$ cat src/rtl/scrambler2_pkg.sv
// rtl/scrambler2_pkg.sv - state encoding, mux selects and output decode for the shuffle sequencer
package scrambler2_pkg;

    typedef enum logic [2:0] {
        IDLE   = 3'd0,
        INIT   = 3'd1,
        CHECK  = 3'd2,
        LOAD_J = 3'd3,
        READ_I = 3'd4,
        WR_I   = 3'd5,
        WR_J   = 3'd6,
        INC    = 3'd7
    } state_t;

    localparam logic SI_ZERO   = 1'b0;
    localparam logic SI_INC    = 1'b1;
    localparam logic ADDR_I    = 1'b0;
    localparam logic ADDR_J    = 1'b1;
    localparam logic DIN_RDATA = 1'b0;
    localparam logic DIN_TEMP  = 1'b1;

    typedef struct packed {
        logic busy;
        logic en_i;
        logic s_i;
        logic en_j;
        logic s_r_addr;
        logic en_temp;
        logic s_w_addr;
        logic s_din;
        logic wr_en;
    } ctrl_t;

    function automatic ctrl_t state_outputs(input state_t st);
        ctrl_t c;
        c = '0;
        case (st)
            INIT: begin
                c.busy = 1'b1;
                c.en_i = 1'b1;
                c.s_i  = SI_ZERO;
            end
            CHECK:  c.busy = 1'b1;
            LOAD_J: begin
                c.busy = 1'b1;
                c.en_j = 1'b1;
            end
            READ_I: begin
                c.busy     = 1'b1;
                c.s_r_addr = ADDR_I;
                c.en_temp  = 1'b1;
            end
            // mem[i] <= mem[j]: read j, write i
            WR_I: begin
                c.busy     = 1'b1;
                c.s_r_addr = ADDR_J;
                c.s_w_addr = ADDR_I;
                c.s_din    = DIN_RDATA;
                c.wr_en    = 1'b1;
            end
            WR_J: begin
                c.busy     = 1'b1;
                c.s_w_addr = ADDR_J;
                c.s_din    = DIN_TEMP;
                c.wr_en    = 1'b1;
            end
            INC: begin
                c.busy = 1'b1;
                c.en_i = 1'b1;
                c.s_i  = SI_INC;
            end
            default: c = '0;
        endcase
        return c;
    endfunction

endpackage

$ cat src/rtl/scrambler2_controller.sv
// rtl/scrambler2_controller.sv - Moore sequencer for an in-place regfile shuffle; optional done pulse via SCRAMBLER2_DONE_PULSE_EN
module scrambler2_controller
    import scrambler2_pkg::*;
(
    input  logic clk,
    input  logic rst_n,
    input  logic start,
    input  logic i_lt_len_1,
`ifdef SCRAMBLER2_DONE_PULSE_EN
    output logic done,
`endif
    output logic en_i,
    output logic s_i,
    output logic en_j,
    output logic s_r_addr,
    output logic en_temp,
    output logic s_w_addr,
    output logic s_din,
    output logic wr_en,
    output logic busy
);

    state_t state;
    state_t state_nxt;
    ctrl_t  ctrl_q;

    always_comb begin
        state_nxt = IDLE;
        case (state)
            IDLE:    state_nxt = start ? INIT : IDLE;
            INIT:    state_nxt = CHECK;
            CHECK:   state_nxt = i_lt_len_1 ? LOAD_J : IDLE;
            LOAD_J:  state_nxt = READ_I;
            READ_I:  state_nxt = WR_I;
            WR_I:    state_nxt = WR_J;
            WR_J:    state_nxt = INC;
            INC:     state_nxt = CHECK;
            default: state_nxt = IDLE;
        endcase
    end

    // Outputs are registered from the decode of the next state so they track state exactly.
    always_ff @(posedge clk or negedge rst_n) begin
        if (!rst_n) begin
            state  <= IDLE;
            ctrl_q <= '0;
`ifdef SCRAMBLER2_DONE_PULSE_EN
            done   <= 1'b0;
`endif
        end else begin
            state  <= state_nxt;
            ctrl_q <= state_outputs(state_nxt);
`ifdef SCRAMBLER2_DONE_PULSE_EN
            done   <= (state == CHECK) && !i_lt_len_1;
`endif
        end
    end

    assign busy     = ctrl_q.busy;
    assign en_i     = ctrl_q.en_i;
    assign s_i      = ctrl_q.s_i;
    assign en_j     = ctrl_q.en_j;
    assign s_r_addr = ctrl_q.s_r_addr;
    assign en_temp  = ctrl_q.en_temp;
    assign s_w_addr = ctrl_q.s_w_addr;
    assign s_din    = ctrl_q.s_din;
    assign wr_en    = ctrl_q.wr_en;

endmodule

$ cat config.mk
export PLATFORM = sky130hd
export DESIGN_NAME = scrambler2_controller
export DESIGN_NICKNAME = d
export VERILOG_FILES = /design/src/rtl/scrambler2_pkg.sv /design/src/rtl/scrambler2_controller.sv
export SDC_FILE = /design/constraint.sdc
export NUM_CORES = 1
export LEC_CHECK = 0
export CAP_MARGIN = 40
export CORE_AREA = 5 5 42 44
export CTS_CLUSTER_SIZE = 28
export DETAILED_ROUTE_END_ITERATION = 6
export DIE_AREA = 0 0 47 49
export GPL_TIMING_DRIVEN = 0
export SETUP_SLACK_MARGIN = 0.05
export SKIP_CTS_REPAIR_TIMING = 1
export SKIP_LAST_GASP = 1
export SYNTH_ARGS = -nofsm -noshare
export SYNTH_HDL_FRONTEND = slang
export SYNTH_SLANG_ARGS = --single-unit
$ cat constraint.sdc
create_clock -name clk -period 1.6 [get_ports clk]
set_input_delay 0.4 -clock clk [delete_from_list [all_inputs] [get_ports clk]]
set_output_delay 0.4 -clock clk [all_outputs]
set_load 0.01 [all_outputs]
Run 1, cell sizes after repair:
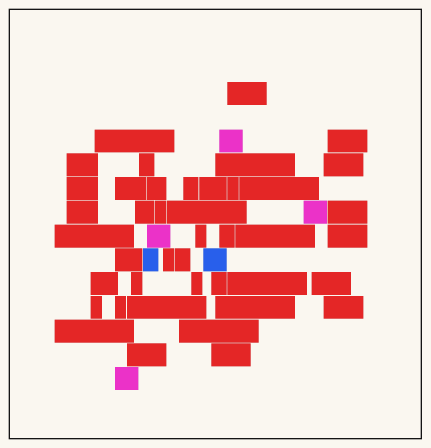
legend:
  blue:
    size: x2
    cells: 2
  magenta:
    size: x3 and x4
    cells: 4
    most_used: clkbuf_4
  red:
    size: x1 and smaller
    cells: 42
    most_used: dfrtp_1

Run 1, cell classes on the final placement:
Bar = 10 um.
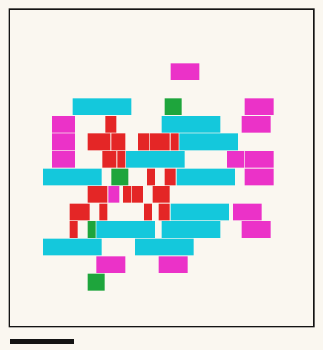
legend:
  red:
    class: remaining logic cells
    cells: 19
    share_of_their_area: 19%
  green:
    class: clock drivers and dummy loads
    cells: 4
    share_of_their_area: 4.7%
  cyan:
    class: registers
    cells: 11
    share_of_their_area: 49%
  magenta:
    class: remaining buffers and delay cells
    cells: 14
    share_of_their_area: 27%

Run 1, signal metal coverage by tile:
Bar = 10 um. The die is cut into 9 by 10 equal tiles; dark purple is low, yellow is high, scaled to the fullest tile. Values are wire area over tile area, all layers added.
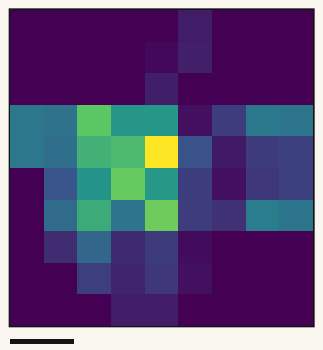
densest ninth of the die: centre
mean over tiles: 0.049
fullest tile: 0.29
tiles over half the peak: 12%
nearly empty tiles: 46%

==> results.json, run 1 <==
{
  "finalCoreUtilization": 0.417,
  "yosysUniqueCellTypes": 16,
  "grt_antenna_before_repair": 0,
  "net-switching-power_w": 0.000341,
  "core_region_area_sq_um": 1400,
  "floorplan.tapcells": 16,
  "postRouteAntennaNets": 0,
  "fp.dieArea_sq_um": 2300,
  "cells_in_synth_stat_txt": 32,
  "first_global_vias": 228,
  "timing.critical_path.max_delay_family": "flip-flops",
  "multiInputGateArea_sq_um": 100,
  "ctsHtreeMaxLevel": 1,
  "multiInputCombCellCount": 17,
  "synth_area_per_cell_sq_um": 12.4,
  "p_clk_frac": 0.177,
  "cts_tree": "built",
  "sequential_to_total_area_share_from_yosys_stat": 0.696,
  "remaining_drc_errors": 0,
  "final_layout_size_suffix_gt1_frac": 0.125,
  "port_buffers": 12,
  "totalWireLength_um": 650,
  "comb_area_share": 0.171,
  "clock_sinks": 11,
  "rsz_0062_raised_after_global_routing": "false",
  "synth_flop_count": 11,
  "transition_time_of_the_tightest_slew_check_pin_ns": 0.472,
  "stdcell_area_sq_um": 584,
  "total_power_w": 0.00104,
  "gr-total-overflow": 0,
  "largestClassByArea": "flip-flops and latches",
  "worstPathBufferInverterCount": 2,
  "synthTopLogicFamily": "simple AND/OR/NAND/NOR gates",
  "register_area_sq_um": 275,
  "die_w_um": 47,
  "die_h_um": 49,
  "ys_sh_mux": 0.0253,
  "fin_ws_ns": 0.286,
  "clk_path_buf_depth": 2,
  "clk_cell_area_share": 0.0450,
  "power_frac_comb": 0.391,
  "globalRoute.busiestLayer": "met1",
  "pin_count_of_the_biggest_net_entering_global_routing": 12,
  "syn_area_sq_um": 395,
  "worstSetupEndpointType": "primary output",
  "number_of_placed_i_o_pins": 13,
  "powerDensity_nw_per_um2": 1780,
  "run_status": "completed",
  "power.static_leakage_nw": 0.388,
  "fin_skew_ns": 0.000947,
  "sequentialPowerShare": 0.433,
  "stage_log_warnings": 26,
  "timing.critical_path.from_type": "flip-flop",
  "globalplace.congestion": 0.746,
  "vias_per_cell": 4.22,
  "cell_count_post_placement": 60,
  "sw_frac_of_total": 0.327,
  "r2r_slack_ns": 0.55,
  "max_freq_ghz": 0.761,
  "area.share.sequential": 0.471,
  "drt-initial-drc-count": 6,
  "critical_path_required_ns": 1.20,
  "synth-compound-area-share": 0.0411,
  "area_delta_synth_final_pct": 47.8,
  "final_max_slew_viol_count": 0,
  "root_driver": "clkbuf_4",
  "final_routed_wire_length_divided_by_cell_count_um": 10.2,
  "relSlewSlack": 0.685,
  "dp_worst_setup_slack_ns": 0.147,
  "num-fill-cells": 153,
  "register_clock_pin_slew_on_the_reported_worst_setup_and_hold_paths_ns": 0.07,
  "ir_worst_vdd_mv": 0.702,
  "diodes": 0,
  "fin_nets": 53,
  "worst_hold_slack_ns": 0.456,
  "synth_adder_area_share": 0,
  "synthesis.yosys.warnings": 0,
  "ys_chip_area_sq_um": 395,
  "commonest_non_fill_non_tap_cell_in_the_layout": "dfrtp_1",
  "placement_rows": 14,
  "vias": 270,
  "grt_use_met2": 0.0747,
  "grt_use_met1": 0.0924
}
==> run 1: power groups by stage <==
stage               clock network (W)  registers (W)  logic [W]
global placement                    0       0.000461   0.000432
CTS                          0.000200       0.000457   0.000438
floorplan                           0       0.000492   0.000192
detailed placement                  0       0.000463   0.000437
finish                       0.000184       0.000451   0.000407
global route                 0.000218       0.000473   0.000448
==> run 1: layer usage <==
metal  vias up  share of wire  routed length [um]
li1        137              -                   -
met1       121           0.42                 275
met2        10           0.43                 278
met3         2           0.13                  87
met4         0          0.014                   9
met5         -              0                   0
==> run 1: worst max-delay path by stage <==
stage | to | from | cells past startpoint | slack (ns)
CTS | s_w_addr | s_din | 2 | -0.05
finish | s_w_addr | s_din | 2 | 0.29
global route | s_w_addr | s_din | 2 | 0.23
global placement | en_i | start | 3 | 0.15
detailed placement | en_i | start | 3 | 0.15
floorplan | en_i | state[2] | 2 | 0.63
==> run 1: state kept, by name (all words and copies together), names as in the netlist <==
| register | flops |
|---|---|
| busy | 1 |
| en_i | 1 |
| en_j | 1 |
| en_temp | 1 |
| s_din | 1 |
| s_i | 1 |
| s_r_addr | 1 |
| state | 3 |
| wr_en | 1 |
==> run 1: cells in the mapped netlist, drive strengths merged <==
library cell | n | area share
nor2 | 3 | 0.028
and3 | 1 | 0.019
nand3 | 1 | 0.013
xnor2 | 1 | 0.022
buf | 2 | 0.032
mux2i | 1 | 0.025
nor3 | 2 | 0.025
dfrtp | 11 | 0.70
nand2 | 2 | 0.019
and4 | 1 | 0.022
or3b | 1 | 0.022
a21oi | 2 | 0.025
a31oi | 1 | 0.016
inv | 2 | 0.019
nand2b | 1 | 0.016
==> inputs of run 2 (changes only) <==
Clock period 1.6 ns to 1.05 ns, I/O delays scaled along.
Run 2, signal metal coverage by tile:
Bar = 10 um. The die is cut into 9 by 10 equal tiles; dark purple is low, yellow is high, scaled to the fullest tile. Values are wire area over tile area, all layers added.
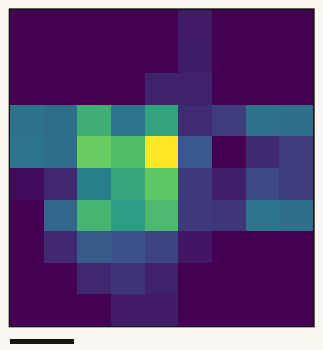
fullest tile: 0.31
mean over tiles: 0.051
densest ninth of the die: centre
tiles over half the peak: 11%
nearly empty tiles: 47%

==> run 2 against run 1 <==
The flow now finishes with violations (setup timing). Critical path depth unchanged. Critical endpoint unchanged. Final cell count increased by 3.1%. Total power is 59% higher. First-iteration DRC count shrank 67%. Via count up 4.8%. Clock skew is essentially flat. Clock-buffer cell count unchanged. Sequential share of layout area grew 1.9 points. Highest routed layer unchanged. Wire length is 6.9% higher. Register-to-register slack lost 0.50 ns. Synthesized cell count unchanged. Largest power group unchanged. Sequential cell count unchanged.
==> results.json, run 2 <==
{
  "vias": 283,
  "top_area_frac": 0.696,
  "area_delta_synth_final_pct": 42.7,
  "top_cells_by_count": "dfrtp_1, nor2_1",
  "most_common_cell": "dfrtp_1",
  "fin_nets": 55,
  "top_cells_by_area": "dfrtp_1, nor2_1, a21oi_1, mux2i_1, nor3_1",
  "timing.critical_path.from_type": "flip-flop",
  "syn_area_sq_um": 395,
  "top_area_cell": "dfrtp_1",
  "fp.dieArea_sq_um": 2300,
  "r2r_slack_ns": 0.05,
  "yosysUniqueCellTypes": 16,
  "grt_antenna_before_repair": 0,
  "number_of_placed_i_o_pins": 13,
  "diodes": 0,
  "drt-initial-drc-count": 2,
  "totalWireLength_um": 695,
  "die_h_um": 49,
  "run_status": "complete, but fails checks",
  "final_layout_size_suffix_gt1_frac": 0.380,
  "max_freq_ghz": 0.887,
  "cells_in_synth_stat_txt": 32,
  "largest_register_ffs": 3,
  "final_max_slew_viol_count": 0,
  "stdcell_area_sq_um": 564,
  "synth-edff-count": 0,
  "globalplace.congestion": 0.746,
  "transition_time_of_the_tightest_slew_check_pin_ns": 0.471,
  "p_clk_frac": 0.169,
  "top_register": "state",
  "clock_sinks": 11,
  "cts_tree": "built",
  "power.static_leakage_nw": 0.291,
  "net-switching-power_w": 0.000564,
  "fin_ws_ns": -0.0771,
  "stage_log_warnings": 27,
  "critPathLaunch": "s_din",
  "timing.final.setup_violations": 2,
  "worstSetupEndpointType": "primary output",
  "gr-total-overflow": 0,
  "cell_count_post_placement": 60,
  "finalCoreUtilization": 0.403,
  "port_buffers": 12,
  "synthesis.yosys.warnings": 0,
  "pin_count_of_the_biggest_net_entering_global_routing": 12,
  "root_driver": "clkbuf_4",
  "register_clock_pin_slew_on_the_reported_worst_setup_and_hold_paths_ns": 0.07,
  "num-fill-cells": 153,
  "ir_worst_vdd_mv": 1.36,
  "placement_rows": 14,
  "postRouteAntennaNets": 0,
  "sequential_to_total_area_share_from_yosys_stat": 0.696,
  "relSlewSlack": 0.685,
  "vias_per_cell": 4.29,
  "rsz_0062_raised_after_global_routing": "true",
  "first_global_vias": 228,
  "commonest_non_fill_non_tap_cell_in_the_layout": "dfrtp_1",
  "synth_async_sr_flop_share": 1.00,
  "total_power_w": 0.00166,
  "ctsHtreeMaxLevel": 1,
  "core_region_area_sq_um": 1400,
  "fin_skew_ns": 0.00121,
  "final_routed_wire_length_divided_by_cell_count_um": 10.5,
  "critical_path_required_ns": 0.79,
  "failing_checks": "setup timing",
  "sequentialPowerShare": 0.427
}
Run 2, routing congestion map:
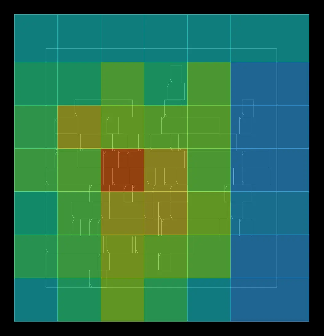
met2 Usage GRT: 0.0747
GRT Resource Usage Total: 0.0737

## run 2: power by group through the flow
stage | Clock [W] | Sequential, W | Combinational, W
global route | 0.000333 | 0.000739 | 0.000732
finish | 0.000280 | 0.000708 | 0.000672
global placement | 0 | 0.000702 | 0.000658
detailed placement | 0 | 0.000705 | 0.000667
CTS | 0.000304 | 0.000696 | 0.000668
floorplan | 0 | 0.000750 | 0.000293
## run 2: cell families after synthesis
kind of cell,share of synthesized area
simple gates,0.165
flops,0.696
buf+inv,0.0506
compound gates,0.0412
xor+xnor,0.0222
mux,0.0253
## run 2: through the flow
step                      setup WS, ns  hold slack (ns)  setup TNS [ns]
after floorplan                 0.0766          -0.0331               0
after CTS                       -0.462            0.325           -3.30
after detailed placement        -0.265            0.526           -1.00
after global routing            -0.136            0.333          -0.278
final                          -0.0771            0.318          -0.106
after global placement          -0.258            0.519          -0.926
## run 2: cell type report
class                   count  area, sq um  share of cell area
flip-flops and latches     11          277               0.490
multi-input cells          17          108               0.191
repair buffers             14          104               0.184
clock buffers               4         26.3              0.0466
plain buffers               2         22.5              0.0399
well taps                  16         20.0              0.0355
inverters                   2         7.51              0.0133
## run 2: how the worst min path moves through the flow
stage	startpoint	endpoint	slack [ns]
2_1_floorplan	rst_n	busy	-0.03
3_3_place_gp	state[1]	en_i	0.52
3_5_place_dp	state[1]	en_i	0.53
4_1_cts	rst_n	state[0]	0.32
5_1_grt	rst_n	state[1]	0.33
6_report	rst_n	state[0]	0.32
## run 2: metal layers
layer	global-route usage	share of wire	up-vias
met4	0.0691	0.013	0
met5	0	0	-
met3	0.0554	0.12	2
li1	-	-	140
met2	0.0747	0.45	10
met1	0.0924	0.41	131
## run 2: worst max-delay path: stages, from the launching register on
cell and delay (ns):
dfrtp_1 0.38, buf_6 0.11, buf_6 0.11
Power is estimated from default activity; no workload was simulated.
